==> src/rtl/lpif_tx_scheduler.sv <==
// LPIF transmit scheduler: arbitrates TLP and DLLP sources at packet boundaries and
// drives one registered, framed LPIF beat per accepted transfer toward the PHY.
module lpif_tx_scheduler #(
  parameter int LPIF_BYTES   = 64,
  parameter int STARVE_LIMIT = 4
) (
  input  logic                    CLK,
  input  logic                    reset,
  input  logic                    linkUp,
  input  logic                    pl_trdy,
  input  logic                    tlp_valid,
  input  logic [8*LPIF_BYTES-1:0] tlp_data,
  input  logic [LPIF_BYTES-1:0]   tlp_bvalid,
  input  logic                    tlp_last,
  output logic                    tlp_ready,
  input  logic                    dllp_valid,
  input  logic [47:0]             dllp_data,
  output logic                    dllp_ready,
  output logic                    lp_irdy,
  output logic [8*LPIF_BYTES-1:0] lp_data,
  output logic [LPIF_BYTES-1:0]   lp_valid,
  output logic [LPIF_BYTES-1:0]   lp_tlpstart,
  output logic [LPIF_BYTES-1:0]   lp_tlpend,
  output logic [LPIF_BYTES-1:0]   lp_dlpstart,
  output logic [LPIF_BYTES-1:0]   lp_dlpend
);

  localparam int DW = 8 * LPIF_BYTES;
  localparam int SW = $clog2(STARVE_LIMIT + 1);
  localparam logic [SW-1:0]         STARVE_MAX = SW'(STARVE_LIMIT);
  localparam logic [LPIF_BYTES-1:0] DLLP_MASK  = LPIF_BYTES'(6'h3F);
  localparam logic [LPIF_BYTES-1:0] DLLP_START = LPIF_BYTES'(1);
  localparam logic [LPIF_BYTES-1:0] DLLP_END   = LPIF_BYTES'(6'h20);

  typedef enum logic {IDLE, TLP_BODY} state_t;

  state_t                  state_q, state_d;
  logic [SW-1:0]           starve_q, starve_d;
  logic                    lp_irdy_q, lp_irdy_d;
  logic [DW-1:0]           lp_data_q, lp_data_d;
  logic [LPIF_BYTES-1:0]   lp_valid_q, lp_valid_d;
  logic [LPIF_BYTES-1:0]   tlpstart_q, tlpstart_d;
  logic [LPIF_BYTES-1:0]   tlpend_q, tlpend_d;
  logic [LPIF_BYTES-1:0]   dlpstart_q, dlpstart_d;
  logic [LPIF_BYTES-1:0]   dlpend_q, dlpend_d;

  logic                    slot_free;
  logic                    can_grant;
  logic                    dllp_go;
  logic                    tlp_go;
  logic [LPIF_BYTES-1:0]   end_onehot;

  // End marker sits on the highest valid byte of the final beat.
  genvar gi;
  generate
    for (gi = 0; gi < LPIF_BYTES; gi++) begin : g_end
      if (gi == LPIF_BYTES - 1) begin : g_top
        assign end_onehot[gi] = tlp_bvalid[gi];
      end else begin : g_mid
        assign end_onehot[gi] = tlp_bvalid[gi] & ~(|tlp_bvalid[LPIF_BYTES-1:gi+1]);
      end
    end
  endgenerate

  always_comb begin
    state_d    = state_q;
    starve_d   = starve_q;
    lp_irdy_d  = lp_irdy_q;
    lp_data_d  = lp_data_q;
    lp_valid_d = lp_valid_q;
    tlpstart_d = tlpstart_q;
    tlpend_d   = tlpend_q;
    dlpstart_d = dlpstart_q;
    dlpend_d   = dlpend_q;
    tlp_ready  = 1'b0;
    dllp_ready = 1'b0;

    slot_free = !lp_irdy_q || pl_trdy;
    can_grant = !reset && linkUp && slot_free;

    case (state_q)
      IDLE: begin
        if (can_grant) begin
          if (dllp_valid && (!tlp_valid || starve_q < STARVE_MAX)) begin
            dllp_ready = 1'b1;
          end else if (tlp_valid) begin
            tlp_ready = 1'b1;
          end
        end
      end
      TLP_BODY: tlp_ready = can_grant;
      default: state_d = IDLE;
    endcase

    dllp_go = dllp_valid && dllp_ready;
    tlp_go  = tlp_valid && tlp_ready;

    if (slot_free) begin
      lp_irdy_d = dllp_go || tlp_go;
    end

    if (dllp_go) begin
      lp_data_d  = DW'(dllp_data);
      lp_valid_d = DLLP_MASK;
      tlpstart_d = '0;
      tlpend_d   = '0;
      dlpstart_d = DLLP_START;
      dlpend_d   = DLLP_END;
      if (tlp_valid) begin
        starve_d = (starve_q == STARVE_MAX) ? starve_q : starve_q + SW'(1);
      end else begin
        starve_d = '0;
      end
    end else if (tlp_go) begin
      lp_data_d  = tlp_data;
      lp_valid_d = tlp_bvalid;
      tlpstart_d = (state_q == IDLE) ? DLLP_START : '0;
      tlpend_d   = tlp_last ? end_onehot : '0;
      dlpstart_d = '0;
      dlpend_d   = '0;
      starve_d   = '0;
      state_d    = tlp_last ? IDLE : TLP_BODY;
    end

    // Losing the link abandons any partial TLP; the link layer replays it.
    if (!linkUp) begin
      lp_irdy_d = 1'b0;
      state_d   = IDLE;
    end
  end

  always_ff @(posedge CLK) begin
    if (reset) begin
      state_q    <= IDLE;
      starve_q   <= '0;
      lp_irdy_q  <= 1'b0;
      lp_data_q  <= '0;
      lp_valid_q <= '0;
      tlpstart_q <= '0;
      tlpend_q   <= '0;
      dlpstart_q <= '0;
      dlpend_q   <= '0;
    end else begin
      state_q    <= state_d;
      starve_q   <= starve_d;
      lp_irdy_q  <= lp_irdy_d;
      lp_data_q  <= lp_data_d;
      lp_valid_q <= lp_valid_d;
      tlpstart_q <= tlpstart_d;
      tlpend_q   <= tlpend_d;
      dlpstart_q <= dlpstart_d;
      dlpend_q   <= dlpend_d;
    end
  end

  assign lp_irdy     = lp_irdy_q;
  assign lp_data     = lp_data_q;
  assign lp_valid    = lp_valid_q;
  assign lp_tlpstart = tlpstart_q;
  assign lp_tlpend   = tlpend_q;
  assign lp_dlpstart = dlpstart_q;
  assign lp_dlpend   = dlpend_q;

endmodule
==> config.mk <==
export PLATFORM = sky130hd
export DESIGN_NAME = lpif_tx_scheduler
export DESIGN_NICKNAME = d
export VERILOG_FILES = /design/src/rtl/lpif_tx_scheduler.sv
export SDC_FILE = /design/constraint.sdc
export NUM_CORES = 1
export LEC_CHECK = 0
export ABC_AREA = 1
export CAP_MARGIN = 5
export CORE_AREA = 10 10 557 559
export CTS_BUF_LIST = sky130_fd_sc_hd__clkbuf_8
export DETAILED_ROUTE_END_ITERATION = 12
export DIE_AREA = 0 0 567 569
export DONT_BUFFER_PORTS = 1
export MAX_ROUTING_LAYER = met4
export PLACE_DENSITY_LB_ADDON = 0.05
export SYNTH_ARGS = -nofsm -noshare
export SYNTH_HDL_FRONTEND = slang
export SYNTH_SLANG_ARGS = --single-unit
==> constraint.sdc <==
create_clock -name CLK -period 2.03 [get_ports CLK]
set_clock_uncertainty 0.15 [all_clocks]
set_input_delay 0.406 -clock CLK [delete_from_list [all_inputs] [get_ports CLK]]
set_output_delay 0.406 -clock CLK [all_outputs]
set_load 0.05 [all_outputs]
**PDN straps and rails**

The bar under the picture is 200 µm long. Pins as bars on the die edge.
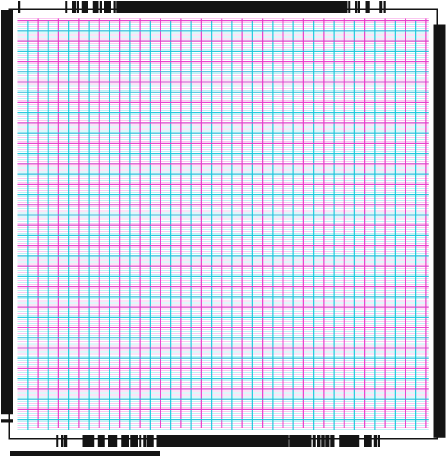
color	net
magenta	VDD
cyan	VSS
signal pins	1466
rows	201

**Placed cells, one color a class**

The bar under the picture is 200 µm long.
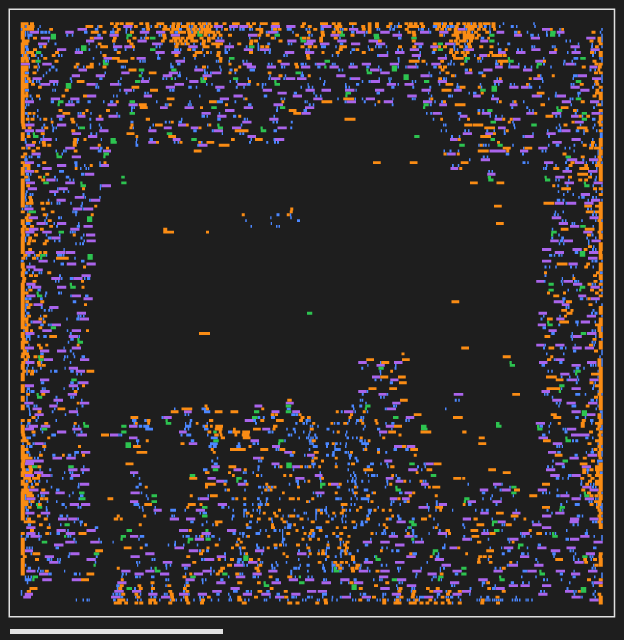
color	class	cells	share of their area
green	clock drivers and dummy loads	271	6.6%
purple	flops	647	33%
orange	other buffers and delay cells	1559	36%
blue	all other logic	2565	24%

**Clock distribution**

The bar under the picture is 200 µm long.
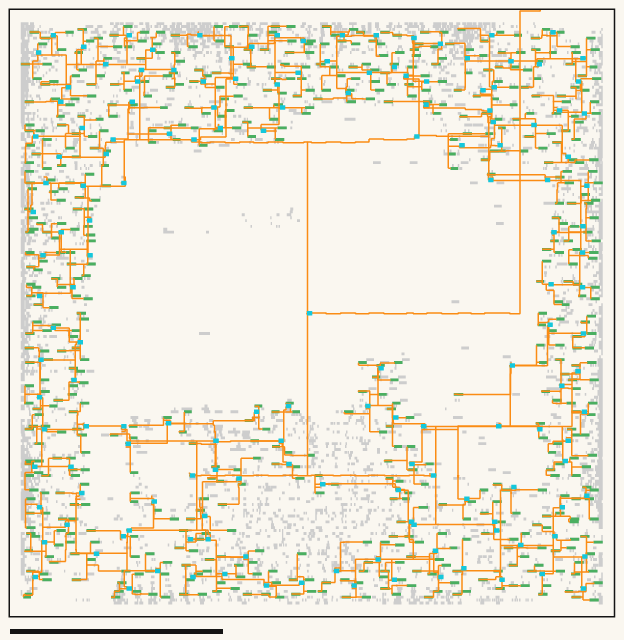
[cyan] cells driving clock nets | count: 158
[orange] clock wires | length: 17000 µm
[green] flip-flops | count: 647
flops lie	spread over the die

==> summary.txt <==
Here are the numbers from the latest Yosys + OpenROAD run.

The critical path's slowest stage uses the library cell dfxtp_2. The total routed wire length on the met1 layer came out at 79600 µm. The register share of the cell area is 29.5%. In this design, the stage delay of the slowest critical-path cell is 0.34 ns. The netlist area before placement is 25500 µm². The wire length of the first global-routing pass is 277000 µm. Counting pins that exceed their max-slew limit in the final report gives 0.

The layout report lists the non-clock buffer share of cell area as 32.8%. After filler insertion, the fill cell instance count of the layout stands at 33900. The ratio of total power to cell area came out at 663 nW/µm². Summed over all routing layers, the global router reports a total usage of 12.5%. met2 is the most crowded layer. The area of all placed cells without fillers is 50500 µm². The power report lists cell-internal power as 22.8 mW. The total met2 wirelength after detailed routing is 104000 µm. The class of the most critical hold timing path is input port to flip-flop. The full die area is 323000 µm².

The logic depth of the worst setup path including buffers is 5. After synthesis, the largest area contributor takes up 50.7% of total cell area. The final tally of hold violations is 19. The proportion of total power due to net switching is 31.7%. The synth_stat.txt file lists the number of cells as 3426. Summing over the stages, the warning tally comes to 33.

The critical-path maximum fanout is 3. met1 track demand over resource after global routing is 13.1%. For the final routed database, the setup TNS stands at -25.68 ns. The timing-limited maximum frequency is 398 MHz.

The clock tree synthesis step divided the H-tree into 4 levels. The number of global-route vias before repair was 30600. The flow ran to the end, but the final reports show violations.

The end-of-flow core utilization came out at 16.9%. The area added between synthesis and finish is 97.8%. The final design was reported to hold multi-input combinational gates totalling 2418. The post-cts repair resize count is 1333. Setup repair after global routing could not meet its margin everywhere. The register area share after synthesis is 50.7%. The biggest slice of the area belongs to non-clock buffers. The root buffer cell chosen for the clock tree is clkbuf_8. The gate family responsible for the most delay along the worst path is flip-flops. A synthesized cell averages 7.46 µm². The warning count from the yosys run came out at 0. The kind of capture point of the worst setup path is an output pin. The number of cells in the design after placement came out at 7638. The site row count is 201.

Per the hold report, the tightest min-delay path originates at pl_trdy. The TritonCTS clock tree is yes. In the final layout, excluding clock inverters the inverter count is 147. The type of element launching the critical path is a flip-flop. The count of placed standard cells in the final layout, fillers left out came out at 9029.

The simple-gate portion of the synthesized area came out at 23.2%. The wire length recorded after detailed routing is 210000 µm. The combinational cell area excluding buffers and inverters came out at 10400 µm².

The cell count of the worst hold path is 3. The number of antenna violations at the first check in global routing is 70. The final critical-path setup slack came out at -0.484 ns. OpenSTA lists the critical path endpoint as dllp_ready.

The launching instance or port of the critical path is starve_q[2]. The last timing report of the flow puts the setup violation total at 331. In the synthesized netlist the dominant register cell turns out to be dfxtp_1. The number of post-CTS setup repair buffers came out at 15. In this run, power in combinational logic comes to 4.67 mW. The report lists the cells along the critical path as a211oi_4, nand2_4, clkinv_8, buf_16, buf_12. Looking at the gate-level netlist, the highest instance count belongs to nand2_1.

The checks that failed: negative hold slack, negative setup slack. The power consumed by sequential cells is 13.0 mW. The most common logic cell in the final layout is nand2_1.

In this run, CTS created clock tree buffers numbering 158. The fraction of synthesis flops using an asynchronous set or reset pin is 0%. The critical path data required time came out at 1.47 ns. According to the I/O placement log, the pin count is 1466.

In the layout the commonest cells are nand2_1, dlygate4sd3_1, a21oi_1, dfxtp_4, buf_4. The number of sequential cells reported for the layout is 647. The register-to-register setup slack came out at -0.20 ns.

The number of standard cells after synthesis is 3426. The share of total power in the clock network is 47.3%. The detailed-route via count is 28600. The area fraction of clock buffers and clock inverters came out at 5.94%.

The met3 global-route usage came out at 5.86%. The final antenna diode tally reported by the flow is 29. The detailed-route vias per instance came out at 3.17.

The hold slack is -0.382 ns. The capture endpoint of the worst hold path is lp_irdy. The core region is 299000 µm². The area fraction in mux cells is 0%.
Power is estimated from default activity; no workload was simulated.
